## src/rtl/exmem_pkg.sv

```systemverilog
// Shared EX/MEM definitions: default field widths, bundle layout and width helper.
package exmem_pkg;

    localparam int unsigned WB_W   = 2;
    localparam int unsigned M_W    = 2;
    localparam int unsigned DATA_W = 32;
    localparam int unsigned REGD_W = 5;

    function automatic int unsigned bundle_width(input int unsigned wb_w,
                                                 input int unsigned m_w,
                                                 input int unsigned data_w,
                                                 input int unsigned regd_w);
        return wb_w + m_w + 2 * data_w + regd_w;
    endfunction

    localparam int unsigned BUNDLE_W = bundle_width(WB_W, M_W, DATA_W, REGD_W);

    // Field order MSB to LSB: {WB, M, ALUData, WriteData, Regd}
    typedef struct packed {
        logic [WB_W-1:0]   wb;
        logic [M_W-1:0]    m;
        logic [DATA_W-1:0] alu_data;
        logic [DATA_W-1:0] write_data;
        logic [REGD_W-1:0] regd;
    } exmem_bundle_t;

endpackage

```

## src/rtl/pipe_skid_core.sv

```systemverilog
// Generic valid/ready payload buffer: single entry or 2-entry skid with registered in_ready.
// Bits set in CLR_MASK are zeroed whenever the main entry goes empty.
module pipe_skid_core #(
    parameter int unsigned           PAYLOAD_W = 8,
    parameter int unsigned           SKID_EN   = 1,
    parameter logic [PAYLOAD_W-1:0]  CLR_MASK  = '0
) (
    input  logic                 clk,
    input  logic                 rst,
    input  logic                 flush,
    input  logic                 in_valid,
    output logic                 in_ready,
    input  logic [PAYLOAD_W-1:0] in_data,
    output logic                 out_valid,
    input  logic                 out_ready,
    output logic [PAYLOAD_W-1:0] out_data
);

    typedef enum logic [1:0] {
        ST_EMPTY = 2'd0,
        ST_ONE   = 2'd1,
        ST_FULL  = 2'd2
    } state_e;

    state_e                 state_q, state_d;
    logic [PAYLOAD_W-1:0]   main_q, main_d;
    logic [PAYLOAD_W-1:0]   skid_q, skid_d;
    logic                   out_valid_q, out_valid_d;
    logic                   in_ready_q, in_ready_d;
    logic                   accept;
    logic                   consume;

    assign in_ready  = (SKID_EN != 0) ? in_ready_q : (out_ready | ~out_valid_q);
    assign out_valid = out_valid_q;
    assign out_data  = main_q;
    assign accept    = in_valid & in_ready;
    assign consume   = out_valid_q & out_ready;

    // Without the skid, accept in ONE implies consume, so FULL is never reached.
    always_comb begin
        state_d = state_q;
        main_d  = main_q;
        skid_d  = skid_q;
        unique case (state_q)
            ST_EMPTY: begin
                if (accept) begin
                    state_d = ST_ONE;
                    main_d  = in_data;
                end
            end
            ST_ONE: begin
                if (accept && consume) begin
                    main_d = in_data;
                end else if (accept) begin
                    state_d = ST_FULL;
                    skid_d  = in_data;
                end else if (consume) begin
                    state_d = ST_EMPTY;
                    main_d  = main_q & ~CLR_MASK;
                end
            end
            ST_FULL: begin
                if (consume) begin
                    state_d = ST_ONE;
                    main_d  = skid_q;
                end
            end
            default: begin
                state_d = ST_EMPTY;
            end
        endcase
        // Flush wins over any same-cycle accept; the offered bundle is dropped.
        if (flush) begin
            state_d = ST_EMPTY;
            main_d  = main_q & ~CLR_MASK;
        end
        out_valid_d = (state_d != ST_EMPTY);
        in_ready_d  = (state_d != ST_FULL);
    end

    always_ff @(posedge clk) begin
        if (rst) begin
            state_q     <= ST_EMPTY;
            main_q      <= '0;
            skid_q      <= '0;
            out_valid_q <= 1'b0;
            in_ready_q  <= 1'b1;
        end else begin
            state_q     <= state_d;
            main_q      <= main_d;
            skid_q      <= skid_d;
            out_valid_q <= out_valid_d;
            in_ready_q  <= in_ready_d;
        end
    end

endmodule

```

## src/rtl/exmem_pipe_stage.sv

```systemverilog
// EX/MEM pipeline stage: handshake buffer around the packed bundle, control bubbling
// on empty, and a saturating count of stalled output cycles.
module exmem_pipe_stage #(
    parameter int unsigned WB_W    = exmem_pkg::WB_W,
    parameter int unsigned M_W     = exmem_pkg::M_W,
    parameter int unsigned DATA_W  = exmem_pkg::DATA_W,
    parameter int unsigned REGD_W  = exmem_pkg::REGD_W,
    parameter int unsigned SKID_EN = 1,
    parameter int unsigned CNT_W   = 16
) (
    input  logic              clk,
    input  logic              reset_in,
    input  logic              flush_in,
    input  logic              in_valid,
    output logic              in_ready,
    input  logic [WB_W-1:0]   WB_in,
    input  logic [M_W-1:0]    M_in,
    input  logic [DATA_W-1:0] ALUData_in,
    input  logic [DATA_W-1:0] WriteData_in,
    input  logic [REGD_W-1:0] Regd_in,
    output logic              out_valid,
    input  logic              out_ready,
    output logic [WB_W-1:0]   WB_out,
    output logic [M_W-1:0]    M_out,
    output logic [DATA_W-1:0] ALUData_out,
    output logic [DATA_W-1:0] WriteData_out,
    output logic [REGD_W-1:0] Regd_out,
    output logic [CNT_W-1:0]  stall_cnt
);

    localparam int unsigned PAYLOAD_W = exmem_pkg::bundle_width(WB_W, M_W, DATA_W, REGD_W);
    localparam int unsigned CTRL_W    = WB_W + M_W;
    localparam int unsigned DP_W      = PAYLOAD_W - CTRL_W;
    // WB and M sit at the top of the bundle; they are the fields forced to 0 on a bubble.
    localparam logic [PAYLOAD_W-1:0] CTRL_MASK = {{CTRL_W{1'b1}}, {DP_W{1'b0}}};

    typedef struct packed {
        logic [WB_W-1:0]   wb;
        logic [M_W-1:0]    m;
        logic [DATA_W-1:0] alu_data;
        logic [DATA_W-1:0] write_data;
        logic [REGD_W-1:0] regd;
    } bundle_t;

    bundle_t          in_bundle;
    bundle_t          out_bundle;
    logic [CNT_W-1:0] stall_cnt_q, stall_cnt_d;

    always_comb begin
        in_bundle.wb         = WB_in;
        in_bundle.m          = M_in;
        in_bundle.alu_data   = ALUData_in;
        in_bundle.write_data = WriteData_in;
        in_bundle.regd       = Regd_in;
    end

    pipe_skid_core #(
        .PAYLOAD_W (PAYLOAD_W),
        .SKID_EN   (SKID_EN),
        .CLR_MASK  (CTRL_MASK)
    ) u_core (
        .clk       (clk),
        .rst       (reset_in),
        .flush     (flush_in),
        .in_valid  (in_valid),
        .in_ready  (in_ready),
        .in_data   (in_bundle),
        .out_valid (out_valid),
        .out_ready (out_ready),
        .out_data  (out_bundle)
    );

    assign WB_out        = out_bundle.wb;
    assign M_out         = out_bundle.m;
    assign ALUData_out   = out_bundle.alu_data;
    assign WriteData_out = out_bundle.write_data;
    assign Regd_out      = out_bundle.regd;

    // Stall counter saturates at all-ones; only reset clears it.
    always_comb begin
        stall_cnt_d = stall_cnt_q;
        if (out_valid && !out_ready && (stall_cnt_q != {CNT_W{1'b1}})) begin
            stall_cnt_d = stall_cnt_q + CNT_W'(1);
        end
    end

    always_ff @(posedge clk) begin
        if (reset_in) begin
            stall_cnt_q <= '0;
        end else begin
            stall_cnt_q <= stall_cnt_d;
        end
    end

    assign stall_cnt = stall_cnt_q;

endmodule

```

## config.mk

```make
export PLATFORM = sky130hd
export DESIGN_NAME = exmem_pipe_stage
export DESIGN_NICKNAME = d
export VERILOG_FILES = /design/src/rtl/exmem_pkg.sv /design/src/rtl/pipe_skid_core.sv /design/src/rtl/exmem_pipe_stage.sv
export SDC_FILE = /design/constraint.sdc
export NUM_CORES = 1
export LEC_CHECK = 0
export CORE_ASPECT_RATIO = 1.1
export CORE_MARGIN = 2
export CORE_UTILIZATION = 32
export DETAILED_ROUTE_END_ITERATION = 8
export PLACE_DENSITY_LB_ADDON = 0.15
export SKIP_LAST_GASP = 1
export SYNTH_ARGS = -nofsm -noshare
export SYNTH_HDL_FRONTEND = slang
export SYNTH_SLANG_ARGS = --single-unit
```

## constraint.sdc

```tcl
create_clock -name clk -period 2.4 [get_ports clk]
set_input_delay 0.36 -clock clk [delete_from_list [all_inputs] [get_ports clk]]
set_output_delay 0.36 -clock clk [all_outputs]
set_load 0.05 [all_outputs]
```

Gate families picked out:
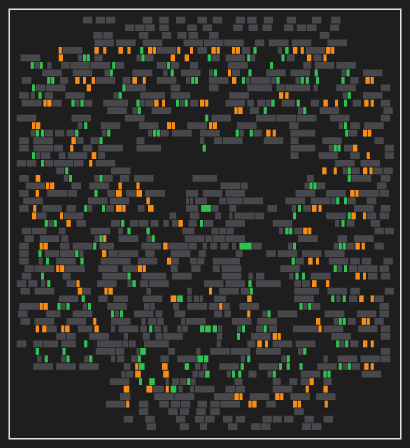
- nor cells: orange (cells 160; where all over the die)
- nand cells: green (cells 165; where all over the die)
combinational fraction of the cell area: 32.0%
most common cell after layout, fill and taps aside: clkdlybuf4s50_1

Where the registers sit:
The bar under the picture is 50 um long.
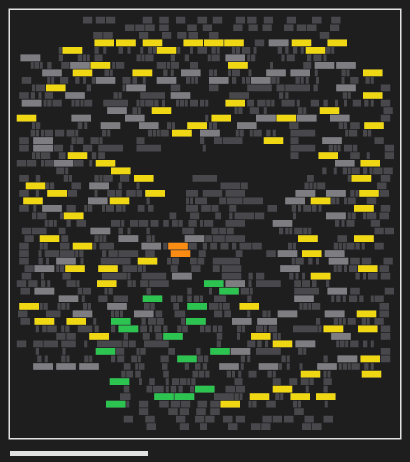
- `stall_cnt`: green (flops 16; where bottom middle)
- `u_core.out_data`: yellow (flops 73; where all over the die)
- `u_core.state_q`: orange (flops 2)
share of the core filled with cells in the final layout: 45.7%
area taken by flip-flops and latches: 0.00332 mm^2

==> flow_summary.toml <==
# yosys + openroad results
[logic_synthesis]
dominantRegCellSynth = "dfxtp_1"
topCellsByArea = "dfxtp_1 (50%), nand2_1 (8.6%), a221oi_1 (8.4%)"
mappedNetlistArea_mm2 = 0.00660
yosysChipArea_mm2 = 0.00660
enable_flop_cells = 0
post_synth_xor_area_fraction_pct = 0.133
synth.top_cell.area_share_pct = 50.3
yosys_warnings = 0
postSynthAreaPerCell_um2 = 8.46
synth.yosys.num_cells = 780
synth.net_count = 863
post-synth-top-count-cell = "dfxtp_1"
post_synth_inst_count = 780
synth_cell_type_count = 45
synth-async-reset-ratio_pct = 0
ys_top_logic_family = "simple AND/OR/NAND/NOR gates"

[setup_path]
worstPathBufferInverterCount = 1
endpoint_kind = "primary output"
critical_path.top_delay_family = "buffers and inverters"
setup.worst_path.start_class = "flop"
critical_path_peak_fanout = 9
critical_path_class = "reg -> out"
required_ps = 2040

[global_route]
grtUsageMet3_pct = 6.72
globalRoute.totalOverflow = 0
grt_pass1_wl_mm = 32.0
via_count_of_the_first_global_routing_pass = 6128
grt_max_degree = 75
gr-usage-met1_pct = 23.2
grt_use_total_pct = 18.2
most_used_layer_global_route = "met2"
antenna_found_initial = 0

[place]
pre_cts_ws_ps = -11.2
portBuffers = 168
hpwlAfterDp_mm = 12.3

[route]
top_layer = "met4"
route.met2.wl_mm = 9.04
wl_met1_mm = 9.05
route.final.wire_length_mm = 19.6
detailedRoute.firstPassIterationCount = 5

[final_timing]
finalHoldWorstSlack_ps = 388
report.final.setup_viol = 0
worst_pin_slew_ps = 576
timing.fmax_mhz = 452
final.setup.tns_ps = 0
finalHoldViolations = 0
finalCritPeriodShare_pct = 92.2

[floorplanning]
die-area_mm2 = 0.0218
core_region_area_mm2 = 0.0204
num_io_pins = 169
die_width_um = 141

[job]
drv_cap = 0

[clock_network]
cts_sinks = 166
buffer_levels_on_the_longest_clock_path = 2
worst_setup_hold_path_clk_slew_ps = 60
tritoncts = "done"

[min_path]
timing.hold.worst.class = "in -> reg"

[pwr]
power.density_cell_area_mw_per_mm2 = 731
static_leakage_nw = 3.22
p_total_mw = 6.83
seq_power_share_pct = 43.5
clock_distribution_power_mw = 2.62
power_top_consumer = "sequential cells"
power.combinational.fraction_pct = 18.1
total_switching_power_mw = 2.00

[layout]
antenna_diode_count = 0
fin_nets = 1019
fraction_of_layout_instances_using_a_drive_strength_above_1_pct = 9.49
post_layout_nonfiller_instances = 1204

[outcome]
run_status = "complete, no violations"
Cells coloured by class:
The bar under the picture is 50 um long.
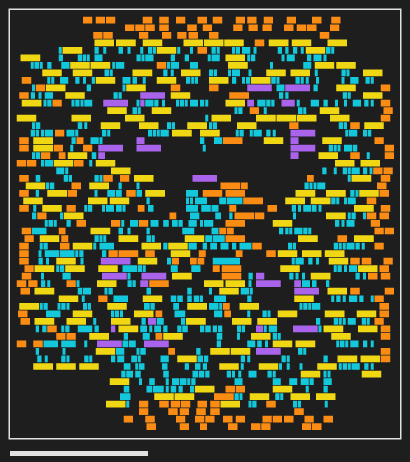
- remaining buffers and delay cells: orange (cells 204)
- registers: yellow (cells 166)
- clock drivers and dummy loads: purple (cells 31)
- remaining logic cells: cyan (cells 547)
fin area: 0.00934 mm^2
standard-cell row count: 55
fraction of area in registers: 35.6%

[area by class of cell]
| cell class | count | area [um^2] |
|---|---|---|
| inverters | 6 | 22.5 |
| fillers | 2030 | 11100 |
| clock inverters | 13 | 123 |
| clock buffers | 18 | 439 |
| well taps | 256 | 320 |
| multi-input cells | 541 | 2990 |
| repair buffers | 204 | 2120 |
| flip-flops and latches | 166 | 3320 |
[final timing paths]
path | from | to | slack (ps) | cells past startpoint
min | reset_in | stall_cnt[7] | 390 | 2
min reg2reg | u_core.skid_q[8] | u_core.skid_q[8] | 450 | 2
max | u_core.out_valid | out_valid | 190 | 1
max reg2reg | u_core.state_q[1] | u_core.out_data[40] | 330 | 8
